Design multi_issue_pipe_reg, sky130hd; sources not shown.
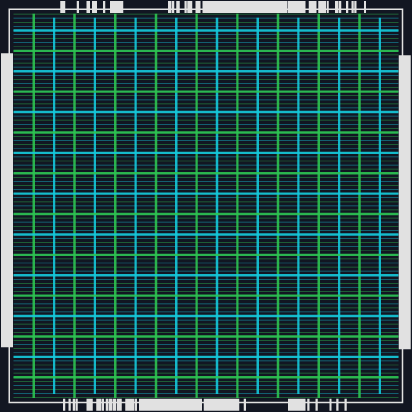
Run 1: PDN straps and rails
(1.5 px per µm) Pins as bars on the die edge.
Key: cyan = VDD; green = VSS
95 met1 rails follow the rows. 18 straps on met4. 525 signal pins sit on the boundary. The core has 94 rows. 18 straps on met5.
Core Box Area: 65600 µm²
worst supply voltage drop on vdd: 0.366 mV
die extent in x: 261 µm

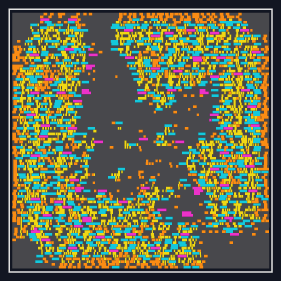
Run 1: placed cells, one colour a class
(1 px per µm) Fill, decap, tap and diode cells in grey.
Key: magenta = clock drivers and dummy loads [cells 86, share of their area 6.7%]; orange = remaining buffers and delay cells [cells 821, share of their area 22%]; yellow = combinational and other logic [cells 2484, share of their area 38%]; cyan = sequential cells [cells 519, share of their area 34%]
Layout Utilization: 0.481
sequential share of cell area: 0.329
cell row count: 94

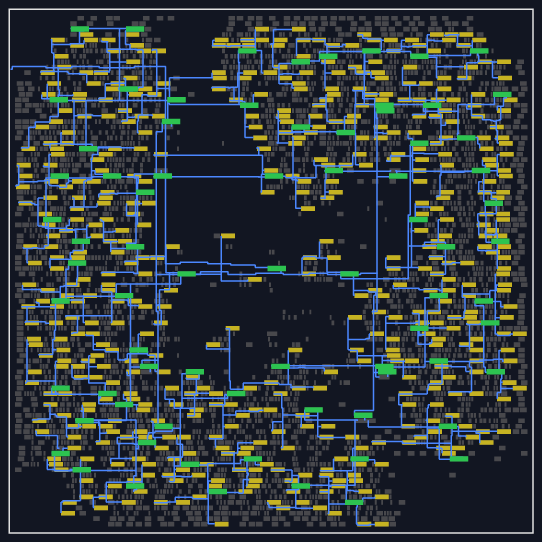
Run 1: clock network drawn from the DEF
(2 px per µm)
Key: green = clock drivers [count 75]; blue = clock wires [length 7450 µm]; yellow = flip-flops [count 519]
There are 76 routed clock nets.
Setup Skew: 25.0 ps
clock latency at the later pin of the worst-skew pair: 620 ps
clock network power share: 0.469

==> flow_results.xml, run 1 <==
<?xml version="1.0" encoding="UTF-8"?>
<metrics>
  <group name="die">
    <metric name="initial_utilization" unit="">0.353</metric>
    <metric name="io_pins" unit="">525</metric>
  </group>
  <group name="global_routing">
    <metric name="grt_max_degree" unit="">12</metric>
    <metric name="grt_antenna_before_repair" unit="">17</metric>
    <metric name="grt_most_used_layer" unit="">met2</metric>
  </group>
  <group name="status">
    <metric name="result_of_the_run" unit="">finished clean</metric>
  </group>
  <group name="sta">
    <metric name="finalHoldViolCount" unit="">0</metric>
    <metric name="slew_headroom" unit="">0.295</metric>
    <metric name="finalSetupViolations" unit="">0</metric>
    <metric name="final.min_clock_period" unit="ps">2460</metric>
  </group>
  <group name="final_layout">
    <metric name="final-clk-cell-share" unit="">0.0646</metric>
    <metric name="seq_area" unit="µm²">10400</metric>
    <metric name="n_fill_cell" unit="">6649</metric>
    <metric name="area_dominant_class" unit="">combinational gates</metric>
    <metric name="stdcell_area" unit="µm²">31500</metric>
    <metric name="layout-drive-gt1-share" unit="">0.0908</metric>
  </group>
  <group name="critical_path">
    <metric name="cp_slowest_cell" unit="">clkbuf_1</metric>
    <metric name="crit_path_max_fanout" unit="">10</metric>
    <metric name="r2r_cells" unit="">6</metric>
    <metric name="path_class" unit="">input pin to flop</metric>
    <metric name="worstPathArrival" unit="ps">2990</metric>
  </group>
  <group name="yosys">
    <metric name="yosysCellCount" unit="">3299</metric>
    <metric name="top_cell_area_share" unit="">0.449</metric>
    <metric name="synthesis.nets" unit="">3564</metric>
    <metric name="synth_top_flop_cell" unit="">dfxtp_1</metric>
    <metric name="synth.cell_area" unit="µm²">23100</metric>
    <metric name="topCellsByArea" unit="">dfxtp_1 (45%), nand2_1 (13%), a21oi_1 (11%), nand3_1 (8.3%), inv_1 (4.3%)</metric>
    <metric name="synthDistinctLibCells" unit="">17</metric>
  </group>
  <group name="run">
    <metric name="max_cap_viol_count" unit="">0</metric>
    <metric name="tool_warnings" unit="">26</metric>
  </group>
  <group name="clocking">
    <metric name="htree_levels" unit="">3</metric>
    <metric name="hold_buffers" unit="">0</metric>
  </group>
  <group name="power_and_ir_drop">
    <metric name="power.share.sequential" unit="">0.433</metric>
    <metric name="fin_total_pwr" unit="mW">15.3</metric>
    <metric name="static-leakage-power" unit="nW">11.6</metric>
    <metric name="clk-power" unit="mW">7.16</metric>
  </group>
  <group name="place">
    <metric name="numPlacedInstances" unit="">4688</metric>
    <metric name="detailedPlace.worstSlack" unit="ps">73.1</metric>
  </group>
  <group name="route">
    <metric name="finalWirelength" unit="mm">87.3</metric>
  </group>
</metrics>
--- run 2 (diff from run 1) ---
--- a/config.mk
+++ b/config.mk
@@ -12,7 +12,7 @@
 export CTS_CLUSTER_SIZE = 8
 export DETAILED_ROUTE_END_ITERATION = 12
 export GPL_TIMING_DRIVEN = 0
-export PLACE_DENSITY = 0.7
+export PLACE_DENSITY = 0.72
 export SYNTH_ARGS = -nofsm -noshare
 export SYNTH_HDL_FRONTEND = slang
 export SYNTH_SLANG_ARGS = --single-unit
==> constraint.sdc (replaced) <==
create_clock -name clk -period 2.2 [get_ports clk]
set_input_delay 0.44 -clock clk [delete_from_list [all_inputs] [get_ports clk]]
set_output_delay 0.44 -clock clk [all_outputs]
set_load 0.02 [all_outputs]
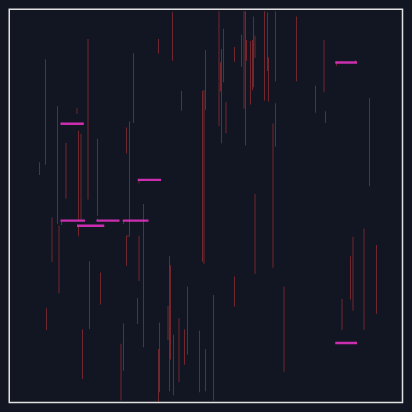
Run 2: routed metal, one colour a layer
(1.5 px per µm) Only two layers are drawn.
Key: red = metal 4 [wire length 3260 µm]; magenta = metal 5 [wire length 114 µm]
routed wire length: 87.0 mm
routed wirelength normalized by instance count: 18.2 µm
total via count in the routed design: 24400
total track usage: 0.245

==> flow_results.xml, run 2 <==
<?xml version="1.0" encoding="UTF-8"?>
<metrics>
  <group name="power_and_ir_drop">
    <metric name="static-leakage-power" unit="nW">11.7</metric>
    <metric name="fin_total_pwr" unit="mW">22.1</metric>
    <metric name="irDropWorstVdd" unit="mV">0.462</metric>
    <metric name="power.share.sequential" unit="">0.436</metric>
  </group>
  <group name="final_layout">
    <metric name="final_core_util" unit="">0.481</metric>
    <metric name="final-clk-cell-share" unit="">0.0627</metric>
    <metric name="stdcell_area" unit="µm²">31500</metric>
    <metric name="n_fill_cell" unit="">6536</metric>
    <metric name="area.share.sequential" unit="">0.329</metric>
  </group>
  <group name="die">
    <metric name="initial_utilization" unit="">0.353</metric>
    <metric name="placementRows" unit="">94</metric>
    <metric name="die_w" unit="µm">261</metric>
  </group>
  <group name="critical_path">
    <metric name="path_class" unit="">flop to output port</metric>
    <metric name="worstPathArrival" unit="ps">1700</metric>
    <metric name="cp_slowest_cell" unit="">clkdlybuf4s50_1</metric>
    <metric name="crit_path_max_fanout" unit="">2</metric>
    <metric name="r2r_cells" unit="">11</metric>
  </group>
  <group name="clocking">
    <metric name="hold_buffers" unit="">0</metric>
  </group>
  <group name="global_routing">
    <metric name="grt_most_used_layer" unit="">met2</metric>
  </group>
  <group name="yosys">
    <metric name="yosysCellCount" unit="">3299</metric>
    <metric name="synth.cell_area" unit="µm²">23100</metric>
    <metric name="synthesis.nets" unit="">3564</metric>
  </group>
  <group name="place">
    <metric name="detailedPlace.worstSlack" unit="ps">-794</metric>
  </group>
  <group name="sta">
    <metric name="finalSetupViolations" unit="">0</metric>
    <metric name="final.min_clock_period" unit="ps">2140</metric>
  </group>
  <group name="status">
    <metric name="result_of_the_run" unit="">finished clean</metric>
  </group>
</metrics>
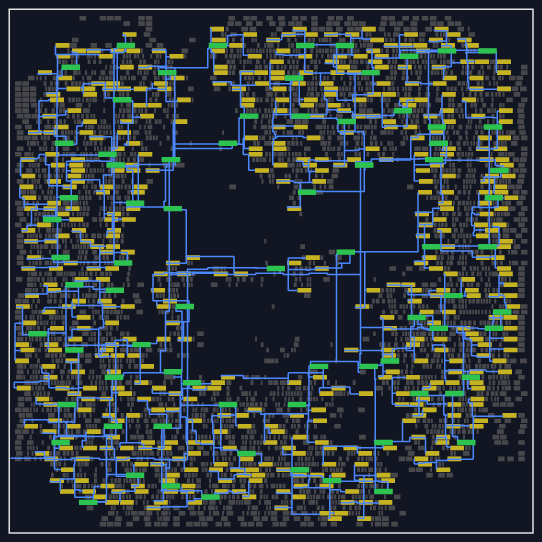
Run 2: clock network drawn from the DEF
(2 px per µm)
Key: green = clock drivers [count 75]; yellow = flip-flops [count 519]; blue = clock wires [length 7660 µm]
There are 76 routed clock nets.
clock network power share: 0.466
Setup Skew: 21.5 ps
clock latency at the later pin of the worst-skew pair: 600 ps
Clk power: 10.3 mW

Power figures rest on the tool's default switching activity, not on a simulated workload.
